Figure 1. Signal wires by layer.
Drawn at 4 px/µm.
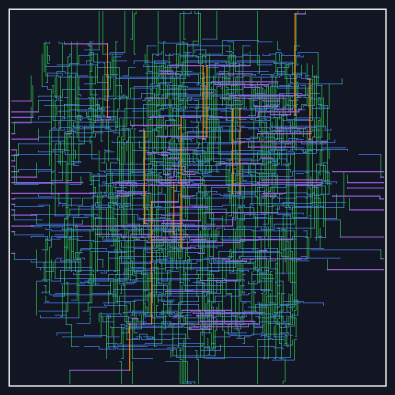
Figure 2. Routed clock nets over the placement.
Drawn at 3 px/µm.
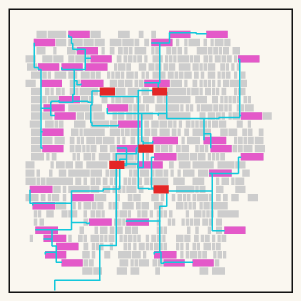
Figure 3. Power grid.
Drawn at 4 px/µm. Pins as bars on the die edge.
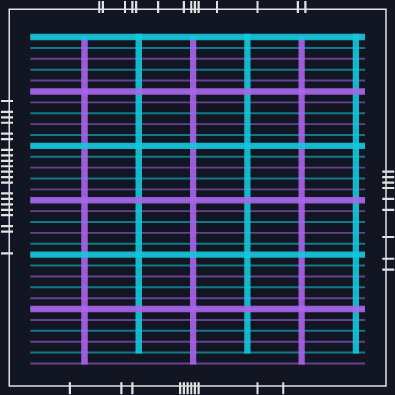
Figure 4. Gate-type map.
Drawn at 3 px/µm.
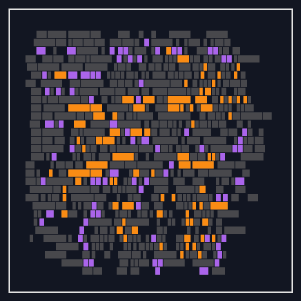
--- config.mk ---
export PLATFORM = sky130hd
export DESIGN_NAME = vga_scan_controller
export DESIGN_NICKNAME = d
export VERILOG_FILES = /design/src/rtl/vga_scan_controller.sv
export SDC_FILE = /design/constraint.sdc
export NUM_CORES = 1
export LEC_CHECK = 0
export ABC_AREA = 1
export CORE_MARGIN = 5
export CORE_UTILIZATION = 45
export DETAILED_ROUTE_END_ITERATION = 8
export PLACE_DENSITY = 0.81
export SLEW_MARGIN = 5
export SYNTH_ARGS = -nofsm -noshare
export SYNTH_HDL_FRONTEND = slang
export SYNTH_SLANG_ARGS = --single-unit
--- constraint.sdc ---
create_clock -name clk -period 2.2 [get_ports clk]
set_input_delay 0.22 -clock clk [delete_from_list [all_inputs] [get_ports clk]]
set_output_delay 0.22 -clock clk [all_outputs]
set_load 0.01 [all_outputs]
--- src/rtl/vga_scan_controller.sv ---
`default_nettype none
// ============================================================================
// Module      : vga_scan_controller
// Description : VGA raster timing generator with one-tick pixel pipeline.
//               Exposes the upcoming scan position and registers colour/sync.
// Revision    : 1.0 - initial release
// ============================================================================
module vga_scan_controller #(
    parameter int H_ACTIVE = 640,
    parameter int H_FP     = 16,
    parameter int H_SYNC   = 96,
    parameter int H_BP     = 48,
    parameter int V_ACTIVE = 480,
    parameter int V_FP     = 10,
    parameter int V_SYNC   = 2,
    parameter int V_BP     = 33
) (
    input  logic        clk,
    input  logic        rst_n,
    input  logic        pixelEn,
    input  logic [7:0]  pixelIn,
    output logic [15:0] nextX,
    output logic [15:0] nextY,
    output logic [2:0]  vgaRed,
    output logic [2:0]  vgaGreen,
    output logic [1:0]  vgaBlue,
    output logic        hsync,
    output logic        vsync,
    output logic        activeVideo,
    output logic        frameTick
);

    localparam logic [15:0] c_H_ACTIVE   = 16'(H_ACTIVE);
    localparam logic [15:0] c_H_LAST     = 16'(H_ACTIVE + H_FP + H_SYNC + H_BP - 1);
    localparam logic [15:0] c_H_SYNC_LO  = 16'(H_ACTIVE + H_FP);
    localparam logic [15:0] c_H_SYNC_HI  = 16'(H_ACTIVE + H_FP + H_SYNC);
    localparam logic [15:0] c_V_ACTIVE   = 16'(V_ACTIVE);
    localparam logic [15:0] c_V_LAST     = 16'(V_ACTIVE + V_FP + V_SYNC + V_BP - 1);
    localparam logic [15:0] c_V_SYNC_LO  = 16'(V_ACTIVE + V_FP);
    localparam logic [15:0] c_V_SYNC_HI  = 16'(V_ACTIVE + V_FP + V_SYNC);

    logic [15:0] r_h_count;
    logic [15:0] r_v_count;
    logic [2:0]  r_red;
    logic [2:0]  r_green;
    logic [1:0]  r_blue;
    logic        r_hsync;
    logic        r_vsync;
    logic        r_active;
    logic        r_frame_tick;

    logic        w_h_wrap;
    logic [15:0] w_next_x;
    logic [15:0] w_next_y;
    logic        w_next_visible;

    // The counters hold the displayed position; the next position is what the
    // pixel generator must be rendering now so its colour lands one tick later.
    always_comb begin
        w_h_wrap = (r_h_count == c_H_LAST);
        w_next_x = w_h_wrap ? 16'd0 : r_h_count + 16'd1;
        w_next_y = r_v_count;
        if (w_h_wrap) begin
            w_next_y = (r_v_count == c_V_LAST) ? 16'd0 : r_v_count + 16'd1;
        end
        w_next_visible = (w_next_x < c_H_ACTIVE) && (w_next_y < c_V_ACTIVE);
    end

    always_ff @(posedge clk) begin
        if (!rst_n) begin
            // Parked on the last position so the first tick shows (0,0).
            r_h_count    <= c_H_LAST;
            r_v_count    <= c_V_LAST;
            r_red        <= 3'd0;
            r_green      <= 3'd0;
            r_blue       <= 2'd0;
            r_hsync      <= 1'b1;
            r_vsync      <= 1'b1;
            r_active     <= 1'b0;
            r_frame_tick <= 1'b0;
        end else if (pixelEn) begin
            r_h_count    <= w_next_x;
            r_v_count    <= w_next_y;
            r_red        <= w_next_visible ? pixelIn[7:5] : 3'd0;
            r_green      <= w_next_visible ? pixelIn[4:2] : 3'd0;
            r_blue       <= w_next_visible ? pixelIn[1:0] : 2'd0;
            r_active     <= w_next_visible;
            r_hsync      <= !((w_next_x >= c_H_SYNC_LO) && (w_next_x < c_H_SYNC_HI));
            r_vsync      <= !((w_next_y >= c_V_SYNC_LO) && (w_next_y < c_V_SYNC_HI));
            r_frame_tick <= (w_next_x == 16'd0) && (w_next_y == c_V_ACTIVE);
        end else begin
            // Pulse must stay one clk wide even when ticks are sparse.
            r_frame_tick <= 1'b0;
        end
    end

    assign nextX       = w_next_x;
    assign nextY       = w_next_y;
    assign vgaRed      = r_red;
    assign vgaGreen    = r_green;
    assign vgaBlue     = r_blue;
    assign hsync       = r_hsync;
    assign vsync       = r_vsync;
    assign activeVideo = r_active;
    assign frameTick   = r_frame_tick;

endmodule
`default_nettype wire

==> impl_metrics.ini <==
; synthesis and place-and-route metrics
[yosys]
area_leaders = dfxtp_1, nand2_1, nor2_1
top_area_share_pct = 27.9
yosys-top-cells-count = nand2_1, nor2_1, inv_1
edf_count = 0
ys_sh_xor_pct = 2.18
yosysTopAreaCell = dfxtp_1
ys_sh_mux_pct = 0
syn_inst = 497

[placed_design]
dpl-instance-area_mm2 = 0.00402
port_buffers = 54
dp_slack_ns = -0.0695
place_congestion = 0.925

[min_path]
hp-class = flip-flop to flip-flop
min_path_cells = 2

[grt]
grt_use_met1_pct = 34.2
grt_busiest_layer = met2
grt_util_met2_pct = 36.9

[final_timing]
fin_ws_ns = -0.0516
worst_pin_slew_ns = 0.360
finalSetupViolations = 2
final.setup.tns_ns = -0.0808

[clock_network]
clk_pin_slew_ns = 0.10
cts_tree = yes
clockRootBuffer = clkbuf_8
htree_levels = 2

[final_layout]
comb_cells = 371
reg_top3 = r_h_count x16, r_v_count x16
layout_top_cells = nand2_1, buf_4, inv_1
layout.nonclk_buf_share_pct = 20.8
dominant_cells = combinational gates
seq_area_share_pct = 19.5

[critical_path]
critPathTopFamily = simple AND/OR/NAND/NOR gates
setup.worst_path.start = r_h_count[0]
critPathBufInv = 4
cp_num_cells = 12
startpoint_type = flip-flop
rr_startpoint = r_h_count[0]
crit_path_end = nextY[4]

[routing]
drtIter0Drc = 397
route.met2.wl_um = 5320
wl_met3_um = 968
wirelength_um = 11200

[pwr]
finalPower_mw = 2.45
switching_share_pct = 37.4
switchingPower_mw = 0.917

[status]
violations = setup timing
status = finished with violations

[floorplan]
tapCellCount = 96

[run]
warnings = 29
Back to the opening pictures, Figure 1:
layer	colour	wire length
metal 4	orange	248 µm
metal 2	green	5320 µm
metal 3	purple	969 µm
metal 1	blue	4680 µm

Back to the opening pictures, Figure 2:
[flip-flops] magenta | count: 44
[clock wires] cyan | length: 677 µm
[clock drivers] red | count: 5
routed clock nets	6
flops lie	all over the die

Back to the opening pictures, Figure 3:
net	colour
VSS	purple
VDD	cyan
signal pins	55
met5 straps	6
rows	30
met4 straps	6

Back to the opening pictures, Figure 4:
family	colour	cells
NOR gates	orange	82
inverting AOI/OAI gates	purple	78

